File: src/rtl/inst_fetch_ctrl.sv
// Instruction fetch controller: owns the fetch PC, issues one imem read per cycle into a
// prefetch queue and hands {pc, instruction} to decode. Optional macro: FETCH_ALIGN_CHECK_EN.
module inst_fetch_ctrl #(
  parameter logic [31:0] RESET_PC = 32'h0000_0000,
  parameter int          DEPTH    = 4
) (
  input  logic        clk,
  input  logic        rst,
  output logic        imem_ce,
  output logic [31:0] imem_addr,
  input  logic [31:0] imem_data,
  input  logic        redirect_valid,
  input  logic [31:0] redirect_pc,
  output logic        inst_valid,
  input  logic        inst_ready,
  output logic [31:0] inst_data,
  output logic [31:0] inst_pc,
  output logic        fetch_err
);

  localparam int PW = (DEPTH > 1) ? $clog2(DEPTH) : 1;
  localparam int CW = PW + 1;
  localparam logic [CW-1:0] DEPTH_C = CW'(DEPTH);

  typedef enum logic {RUN, HALT} state_t;

  state_t          state_q, state_d;
  logic [31:0]     pc_q, pc_d;
  logic [PW-1:0]   wr_ptr_q, wr_ptr_d;
  logic [PW-1:0]   rd_ptr_q, rd_ptr_d;
  logic [CW-1:0]   count_q, count_d;
  logic [63:0]     entry_q [DEPTH];
  logic [63:0]     entry_d;
  logic            pop;
  logic            issue;
  logic [63:0]     head;
`ifdef FETCH_ALIGN_CHECK_EN
  logic            fetch_err_q, fetch_err_d;
`endif

  assign inst_valid = (count_q != '0);
  assign head       = entry_q[rd_ptr_q];
  assign inst_pc    = head[63:32];
  assign inst_data  = head[31:0];
  assign imem_ce    = issue;
  assign imem_addr  = pc_q;
  assign entry_d    = {pc_q, imem_data};

  always_comb begin
    pop      = inst_valid & inst_ready & ~redirect_valid;
    issue    = (state_q == RUN) & ~rst & ~redirect_valid & ((count_q < DEPTH_C) | pop);
    state_d  = state_q;
    pc_d     = pc_q;
    wr_ptr_d = wr_ptr_q;
    rd_ptr_d = rd_ptr_q;
    count_d  = count_q;
`ifdef FETCH_ALIGN_CHECK_EN
    fetch_err_d = fetch_err_q;
`endif
    if (redirect_valid) begin
      // Redirect flushes everything; the offered head is dropped even if accepted.
      wr_ptr_d = '0;
      rd_ptr_d = '0;
      count_d  = '0;
`ifdef FETCH_ALIGN_CHECK_EN
      pc_d = redirect_pc;
      if (redirect_pc[1:0] != 2'b00) begin
        state_d     = HALT;
        fetch_err_d = 1'b1;
      end else begin
        state_d     = RUN;
        fetch_err_d = 1'b0;
      end
`else
      pc_d = redirect_pc & ~32'h3;
`endif
    end else begin
      if (issue) begin
        wr_ptr_d = wr_ptr_q + PW'(1);
        pc_d     = pc_q + 32'd4;
      end
      if (pop) begin
        rd_ptr_d = rd_ptr_q + PW'(1);
      end
      case ({issue, pop})
        2'b10:   count_d = count_q + CW'(1);
        2'b01:   count_d = count_q - CW'(1);
        default: count_d = count_q;
      endcase
    end
  end

  always_ff @(posedge clk or posedge rst) begin
    if (rst) begin
      state_q  <= RUN;
      pc_q     <= RESET_PC;
      wr_ptr_q <= '0;
      rd_ptr_q <= '0;
      count_q  <= '0;
    end else begin
      state_q  <= state_d;
      pc_q     <= pc_d;
      wr_ptr_q <= wr_ptr_d;
      rd_ptr_q <= rd_ptr_d;
      count_q  <= count_d;
    end
  end

  // Storage clears on reset so the head reads 0 until the first fetch lands.
  always_ff @(posedge clk or posedge rst) begin
    if (rst) begin
      for (int i = 0; i < DEPTH; i++) begin
        entry_q[i] <= '0;
      end
    end else if (issue) begin
      entry_q[wr_ptr_q] <= entry_d;
    end
  end

`ifdef FETCH_ALIGN_CHECK_EN
  always_ff @(posedge clk or posedge rst) begin
    if (rst) begin
      fetch_err_q <= 1'b0;
    end else begin
      fetch_err_q <= fetch_err_d;
    end
  end
  assign fetch_err = fetch_err_q;
`else
  assign fetch_err = 1'b0;
`endif

endmodule

File: config.mk
export PLATFORM = sky130hd
export DESIGN_NAME = inst_fetch_ctrl
export DESIGN_NICKNAME = d
export VERILOG_FILES = /design/src/rtl/inst_fetch_ctrl.sv
export SDC_FILE = /design/constraint.sdc
export NUM_CORES = 1
export LEC_CHECK = 0
export ABC_AREA = 1
export ABC_CLOCK_PERIOD_IN_PS = 12700
export CORE_UTILIZATION = 37
export CTS_CLUSTER_DIAMETER = 30
export CTS_CLUSTER_SIZE = 25
export DETAILED_ROUTE_END_ITERATION = 10
export HOLD_SLACK_MARGIN = 0.03
export SLEW_MARGIN = 40
export SYNTH_ARGS = -nofsm -noshare
export SYNTH_HDL_FRONTEND = slang
export SYNTH_SLANG_ARGS = --single-unit
File: constraint.sdc
create_clock -name clk -period 12.7 [get_ports clk]
set_clock_uncertainty 0.2 [all_clocks]
set_input_delay 1.27 -clock clk [delete_from_list [all_inputs] [get_ports clk]]
set_output_delay 1.27 -clock clk [all_outputs]
set_load 0.02 [all_outputs]
==> impl_metrics.csv <==
group,metric,value,unit
synthesis,ys_cells,1624,
synthesis,synthTopCellsByArea,"dfrtp_1 54%, nand2_1 12%, o21ai_0 12%, nor2_1 5.0%, o21ai_1 3.0%",
final_timing,hold_ws,0.274,ns
finish,nets,1841,
power,combPwrFrac,29.2,%
synthesis,top_cell_area_share,53.6,%
global_routing,grt_usage,20.9,%
place,post-dp-hpwl,21800,um
global_routing,use_met3,4.51,%
route,viasPerCell,5.08,
cts,clk_pin_slew,0.04,ns
worst_hold_path,hold_class,"register to register",
route,avgRoutedWirePerCell,16.4,um
finish,logic_area,5160,um2
die,chipHeight,192,um
flow_run,log.warning_count,36,
final_timing,rsz0062_at_grt,"false",
critical_path,crit_chain,"clkinv_4, buf_4, o21ai_0, o22ai_1, clkdlybuf4s50_1",
synthesis,aoi_share,18.8,%
critical_path,cp-startpoint,"rd_ptr_q[0]",
final_timing,setup_ws,7.77,ns
finish,n_antenna_cell,0,
synthesis,top_logic_kind,"AND-OR/OR-AND gates",
power,switchingPower,0.00163,W
cts,ctsResizeCount,0,
global_routing,grt_pass1_wl,60200,um
global_routing,first_global_vias,11400,
finish,final_layout_size_suffix_gt1_share,8.43,%
route,highest_layer,"met5",
critical_path,cp.depth,5,
finish,lay_top_count,"nand2_1",
global_routing,met2_usage,32.3,%
route,wl_met1,17500,um
run_status,outcome,"completed",
cts,clk-insertion-delay-late,0.56,ns
synthesis,synth_adder_area_share,0.621,%
die,fp_util,37.5,%
synthesis,mux_share,0,%
critical_path,reg2reg_from,"count_q[2]",
power,p_seq,0.00153,W
finish,regMostFlops,"entry_q",
power,power,0.00491,W
critical_path,cp.buffers_inverters,3,
power,seq_power_share,31.2,%
global_routing,grt.overflow.total,0,
final_timing,hold_violations,0,
-- cell type report --
class                           count  area share (%)
Sequential cell                   285            40.5
Clock inverter                     40            3.01
Multi-Input combinational cell   1138            29.3
Clock buffer                       95            11.9
Tap cell                          461            3.28
Inverter                           99            2.22
Timing Repair Buffer              170            9.71
-- worst min-delay path by stage --
| stage | startpoint | endpoint | slack, ns | cells past startpoint |
|---|---|---|---|---|
| 6_report | entry_q[138] | entry_q[138] | 0.27 | 2 |
| 5_1_grt | entry_q[123] | entry_q[123] | 0.30 | 2 |
| 4_1_cts | entry_q[138] | entry_q[138] | 0.28 | 2 |
| 3_5_place_dp | entry_q[183] | entry_q[183] | 0.27 | 2 |
| 3_3_place_gp | entry_q[70] | entry_q[70] | 0.26 | 2 |
| 2_1_floorplan | entry_q[100] | entry_q[100] | 0.25 | 2 |
**Clock routing**

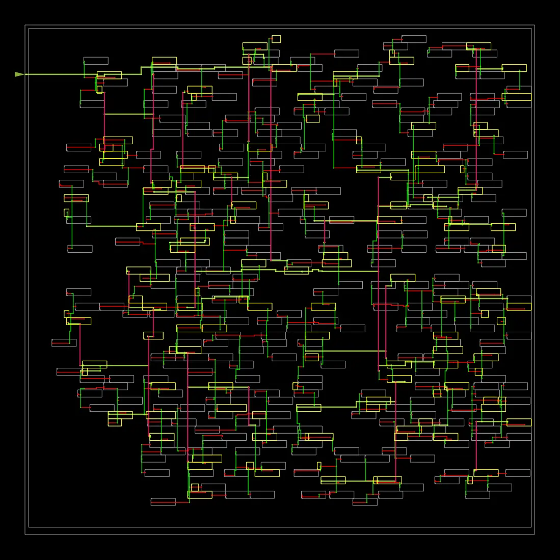
TritonCTS buffer count: 73
Seq cells: 285

**Met2 routing**

Scale: 2 px per um. Cells faint in the background.
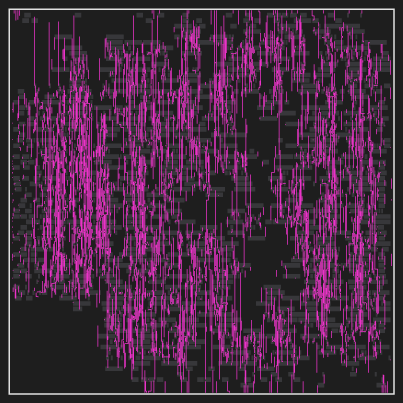
The layer carries 16600 um of wire. The longest straight run is 59.5 um. The wires run mostly vertical. The layer holds 44% of the routed length.

**Placed cells, one color a class**

Scale: 2 px per um. Fill, decap, tap and diode cells in gray.
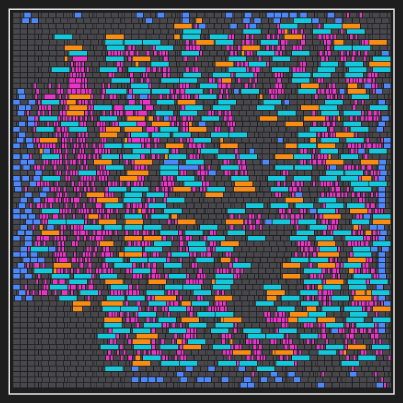
Key: registers = cyan [cells 285]; remaining buffers and delay cells = blue [cells 170]; clock drivers and dummy loads = orange [cells 135]; remaining logic cells = magenta [cells 1237]

**Clock distribution**

Scale: 3 px per um.
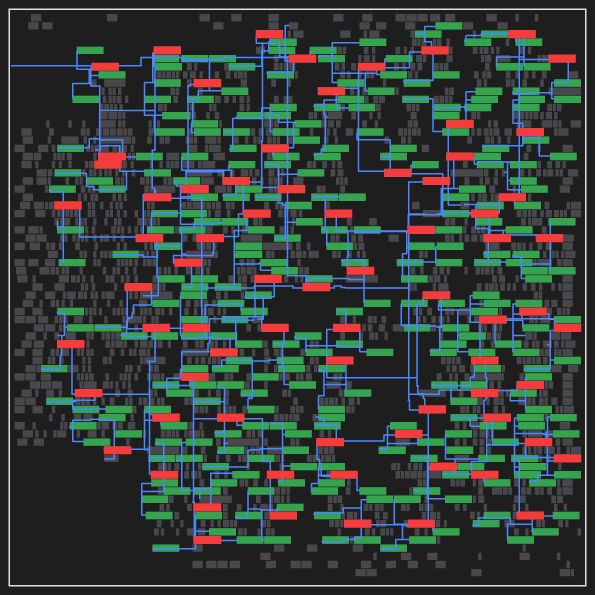
Key: clock-net drivers = red [count 73]; clock wires = blue [length 4610 um]; flip-flops = green [count 285]
Position of the flops: all over the die. There are 74 routed clock nets.

No activity file was given, so power comes from the tool's default toggle rates.
